clock_wires.png
Scale bar: 10 um.
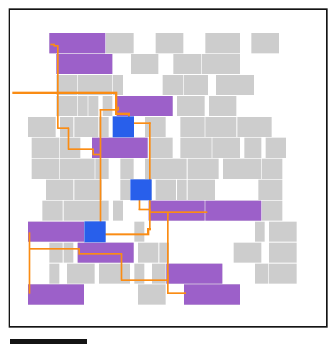
layers.png
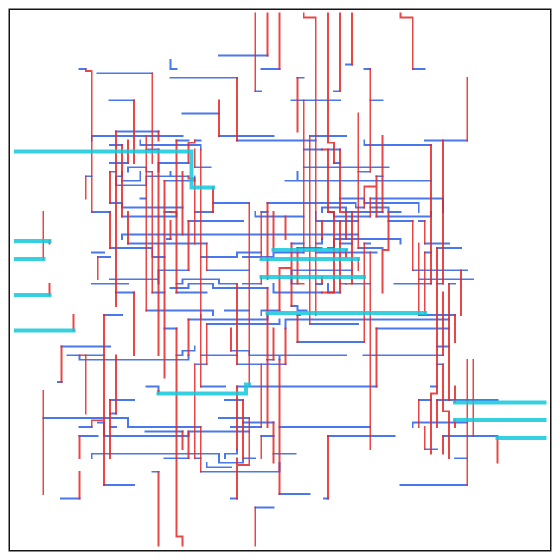
m3.png
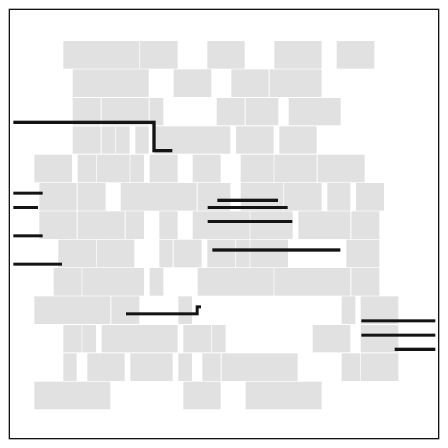
`src/rtl/mux4_rr_feeder_if.sv`:
```
// mux4_rr_feeder_if
//   Request/data/grant bundle between four sources, the round-robin feeder
//   and the downstream valid/ready consumer.
//   Signals:
//     req[3:0]              per-channel request (bit 0 = A ... bit 3 = D)
//     din_a..din_d          per-channel data, DATA_W bits each
//     gnt[3:0]              one-cycle one-hot grant acknowledge
//     sel[1:0]              select code of the captured channel
//     y_data, y_valid       captured word and its valid flag
//     y_ready               downstream accept
//   Modports:
//     master : sources + downstream sink (drive req/din/y_ready)
//     slave  : the feeder (drives gnt/sel/y_data/y_valid)
interface mux4_rr_feeder_if #(
    parameter int DATA_W = 1
);
    logic [3:0]        req;
    logic [DATA_W-1:0] din_a;
    logic [DATA_W-1:0] din_b;
    logic [DATA_W-1:0] din_c;
    logic [DATA_W-1:0] din_d;
    logic [3:0]        gnt;
    logic [1:0]        sel;
    logic [DATA_W-1:0] y_data;
    logic              y_valid;
    logic              y_ready;

    modport master (
        output req, din_a, din_b, din_c, din_d, y_ready,
        input  gnt, sel, y_data, y_valid
    );

    modport slave (
        input  req, din_a, din_b, din_c, din_d, y_ready,
        output gnt, sel, y_data, y_valid
    );
endinterface

```
`src/rtl/mux4_rr_feeder.sv`:
```
// mux4_rr_feeder
//   Four-channel round-robin arbiter with a capture register feeding the
//   4-to-1 select mux. The winning channel's data is latched and presented
//   downstream on a valid/ready handshake; the winner gets a one-cycle
//   one-hot grant acknowledge.
//   Ports:
//     clk         single clock, all state on rising edge
//     rst_n       synchronous active-low reset
//     bus         mux4_rr_feeder_if.slave (req, din_a..d, gnt, sel,
//                 y_data, y_valid, y_ready)
//     xfer_count  16-bit saturating handshake counter, present only when
//                 MUX4_RR_FEEDER_STATS_EN is defined
module mux4_rr_feeder #(
    parameter int DATA_W = 1
) (
    input  logic                 clk,
    input  logic                 rst_n,
    mux4_rr_feeder_if.slave      bus
`ifdef MUX4_RR_FEEDER_STATS_EN
    ,
    output logic [15:0]          xfer_count
`endif
);
    localparam logic [0:0] IDLE = 1'b0;
    localparam logic [0:0] HOLD = 1'b1;

    logic [0:0]        state;
    logic [1:0]        last;
    logic [3:0]        gnt_q;
    logic [1:0]        sel_q;
    logic [DATA_W-1:0] data_q;
    logic              valid_q;

    logic [3:0]        eligible;
    logic              found;
    logic [1:0]        win_idx;
    logic [1:0]        idx;
    logic [DATA_W-1:0] win_data;
    logic              handshake;
    logic              cap_opp;

    // A channel granted this cycle is masked so a source still holding req
    // for one more cycle is not granted twice.
    assign eligible  = bus.req & ~gnt_q;
    assign handshake = valid_q & bus.y_ready;
    assign cap_opp   = (state == IDLE) || handshake;

    // Search starts just after the last winner and wraps 3 -> 0.
    always_comb begin
        found   = 1'b0;
        win_idx = '0;
        idx     = '0;
        for (int unsigned i = 1; i <= 4; i++) begin
            idx = last + 2'(i);
            if (!found && eligible[idx]) begin
                found   = 1'b1;
                win_idx = idx;
            end
        end
    end

    always_comb begin
        win_data = '0;
        case (win_idx)
            2'd0:    win_data = bus.din_a;
            2'd1:    win_data = bus.din_b;
            2'd2:    win_data = bus.din_c;
            default: win_data = bus.din_d;
        endcase
    end

    always_ff @(posedge clk) begin
        if (!rst_n) begin
            state   <= IDLE;
            last    <= 2'd3;
            gnt_q   <= '0;
            sel_q   <= '0;
            data_q  <= '0;
            valid_q <= 1'b0;
        end else begin
            gnt_q <= '0;
            if (cap_opp) begin
                if (found) begin
                    data_q  <= win_data;
                    sel_q   <= win_idx;
                    gnt_q   <= 4'b0001 << win_idx;
                    last    <= win_idx;
                    valid_q <= 1'b1;
                    state   <= HOLD;
                end else if (state == HOLD) begin
                    valid_q <= 1'b0;
                    state   <= IDLE;
                end
            end
        end
    end

`ifdef MUX4_RR_FEEDER_STATS_EN
    always_ff @(posedge clk) begin
        if (!rst_n) begin
            xfer_count <= '0;
        end else if (handshake && (xfer_count != 16'hFFFF)) begin
            xfer_count <= xfer_count + 16'd1;
        end
    end
`endif

    assign bus.gnt     = gnt_q;
    assign bus.sel     = sel_q;
    assign bus.y_data  = data_q;
    assign bus.y_valid = valid_q;
endmodule

```
`src/flat_wrapper.sv`:
```
// flat-port wrapper written by rule: the top's interface ports become plain ports
module mux4_rr_feeder_flat 
#(
    parameter int DATA_W = 1
)
  (clk, rst_n, bus_req, bus_din_a, bus_din_b, bus_din_c, bus_din_d, bus_y_ready, bus_gnt, bus_sel, bus_y_data, bus_y_valid);
  mux4_rr_feeder_if #(.DATA_W(DATA_W)) bus_i ();
  input  logic clk;
  input  logic rst_n;
  input wire logic [$bits(bus_i.req)-1:0] bus_req;
  input wire logic [$bits(bus_i.din_a)-1:0] bus_din_a;
  input wire logic [$bits(bus_i.din_b)-1:0] bus_din_b;
  input wire logic [$bits(bus_i.din_c)-1:0] bus_din_c;
  input wire logic [$bits(bus_i.din_d)-1:0] bus_din_d;
  input wire logic [$bits(bus_i.y_ready)-1:0] bus_y_ready;
  output wire logic [$bits(bus_i.gnt)-1:0] bus_gnt;
  output wire logic [$bits(bus_i.sel)-1:0] bus_sel;
  output wire logic [$bits(bus_i.y_data)-1:0] bus_y_data;
  output wire logic [$bits(bus_i.y_valid)-1:0] bus_y_valid;
  assign bus_i.req = bus_req;
  assign bus_i.din_a = bus_din_a;
  assign bus_i.din_b = bus_din_b;
  assign bus_i.din_c = bus_din_c;
  assign bus_i.din_d = bus_din_d;
  assign bus_i.y_ready = bus_y_ready;
  assign bus_gnt = bus_i.gnt;
  assign bus_sel = bus_i.sel;
  assign bus_y_data = bus_i.y_data;
  assign bus_y_valid = bus_i.y_valid;
  mux4_rr_feeder #(.DATA_W(DATA_W)) u_core (.clk(clk), .rst_n(rst_n), .bus(bus_i));
endmodule
```
`config.mk`:
```
export PLATFORM = sky130hd
export DESIGN_NAME = mux4_rr_feeder_flat
export DESIGN_NICKNAME = d
export VERILOG_FILES = /design/src/rtl/mux4_rr_feeder_if.sv /design/src/rtl/mux4_rr_feeder.sv /design/src/flat_wrapper.sv
export SDC_FILE = /design/constraint.sdc
export NUM_CORES = 1
export LEC_CHECK = 0
export ABC_CLOCK_PERIOD_IN_PS = 1700
export CORE_MARGIN = 2
export CORE_UTILIZATION = 43
export DETAILED_ROUTE_END_ITERATION = 8
export PLACE_DENSITY_LB_ADDON = 0.05
export REMOVE_ABC_BUFFERS = 1
export SLEW_MARGIN = 25
export SYNTH_ARGS = -nofsm -noshare
export SYNTH_HDL_FRONTEND = slang
export SYNTH_SLANG_ARGS = --single-unit
```
`constraint.sdc`:
```
create_clock -name clk -period 1.7 [get_ports clk]
set_input_delay 0.34 -clock clk [delete_from_list [all_inputs] [get_ports clk]]
set_output_delay 0.34 -clock clk [all_outputs]
set_load 0.005 [all_outputs]
```
==> metrics.yaml <==
outcome:
  outcome: "completed"
die:
  rows: 13
synth:
  ys_cells: 59
  most_common_cell: "dfxtp_1"
  top_cells_by_area: "dfxtp_1 37%, nor2_1 5.1%, nand2b_4 4.7%, a211oi_2 4.2%, o221a_2 3.8%"
  yosysChipArea_um2: 589.3
  synth-seq-cells: 11
  synth.avg_cell_area_um2: 9.988
  ys_sh_adder_pct: 0
  syn_inst: 59
  netlist_top_cells_count: "11 x dfxtp_1, 8 x nor2_1, 5 x nand2_1"
  flop_cell: "dfxtp_1"
  synthAoiAreaFrac_pct: 31.00
clocking:
  cts_resized: 0
  clk_path_buf_depth: 2
  holdBufCountCts: 0
  path_clk_slew_ns: 0.07
routing:
  vias_per_cell: 5.515
  drtIter0Drc: 11
setup_path:
  worst_setup_path_end_kind: "register"
  reg2regPathDepth: 5
  rr_startpoint: "u_core.bus.gnt[1]"
  path_class: "in2reg"
  cp-start-kind: "input port"
  crit_family: "AND-OR/OR-AND gates"
placement:
  portBuffers: 18
  dp_hpwl_um: 1022
  pre_cts_slack_ns: -0.2570
worst_hold_path:
  hold_path_startpoint: "u_core.bus.sel[1]"
cells_and_area:
  layout-drive-gt1-share_pct: 30.95
grt:
  grt_max_degree: 9
  gr-total-overflow: 0
  grt_pass1_wl_um: 1932
power_and_ir_drop:
  pwr-share-comb_pct: 34.1
  swShare_pct: 30.10
  pwr-share-seq_pct: 41.8
run:
  warnings: 25
sta:
  fin_ws_ns: 0.04896
  fin_crit_sh_pct: 97.12
## Picture notes: clock_wires.png
Purple stands for flip-flops, count 11. Blue stands for clock-net drivers, count 3. Orange stands for clock wires, length 141 um.
There are 4 routed clock nets.
clock power share: 24.1%
Post-Route Skew: 0.004912 ns
Clk. pwr: 177 uW

## Picture notes: layers.png
Red stands for M2, wire length 677 um. Cyan stands for M3, wire length 86.6 um. Blue stands for M1, wire length 527 um.
total wire length: 1290 um
wire per inst: 13.03 um
overall routing resource usage: 18.02%

## Picture notes: m3.png
The layer holds 6.7% of the routed length. The layer carries 86.6 um of wire. The longest straight run is 13.3 um.
grt met3 use: 4.891%
Vias: 546

[cell type report]
| cell class | instances | area (um2) | share of cell area, % |
|---|---|---|---|
| Sequential cell | 11 | 220.2 | 26.07 |
| Clock inverter | 1 | 5.005 | 0.5926 |
| Multi-Input combinational cell | 46 | 361.6 | 42.81 |
| Tap cell | 15 | 18.77 | 2.222 |
| Inverter | 1 | 3.754 | 0.4444 |
| Timing Repair Buffer | 22 | 212.7 | 25.19 |
| Clock buffer | 3 | 22.52 | 2.667 |
[worst register-to-register path: stages, from the launching register on]
cell and delay (ns):
dfxtp_1 0.33, nand2b_4 0.16, o32a_1 0.34, and2_4 0.18
a211oi_2 0.26, o32ai_2 0.11
[registers in the layout (all words and copies together) (netlist names)]
register	count
u_core.last	2
u_core.state	1
u_core.bus.sel	2
u_core.bus.gnt	4
u_core.bus.y_valid	1
u_core.bus.y_data	1
[power groups by stage]
stage / Sequential [mW] / Combinational [mW] / Clock (mW)
after floorplan: 0.312 / 0.145 / 0
after global placement: 0.313 / 0.247 / 0
after detailed placement: 0.314 / 0.251 / 0
after CTS: 0.308 / 0.252 / 0.182
after global routing: 0.312 / 0.273 / 0.200
final: 0.308 / 0.251 / 0.177
[metal layers]
metal / global-route usage, % / part of all wire, % / wire length [um]
met5: 0 / 0 / 0
met4: 7.500 / 0 / 0
met3: 4.891 / 6.7 / 86
met2: 30.08 / 52 / 676
met1: 21.38 / 41 / 527
[through the flow]
step / utilization [%] / instances
3_5_place_dp: 63.39 / 95
4_1_cts: 65.53 / 99
3_3_place_gp: 63.39 / 95
6_report: 65.73 / 99
2_1_floorplan: - / 58
5_1_grt: 65.73 / 99
Power is estimated from default activity; no workload was simulated.
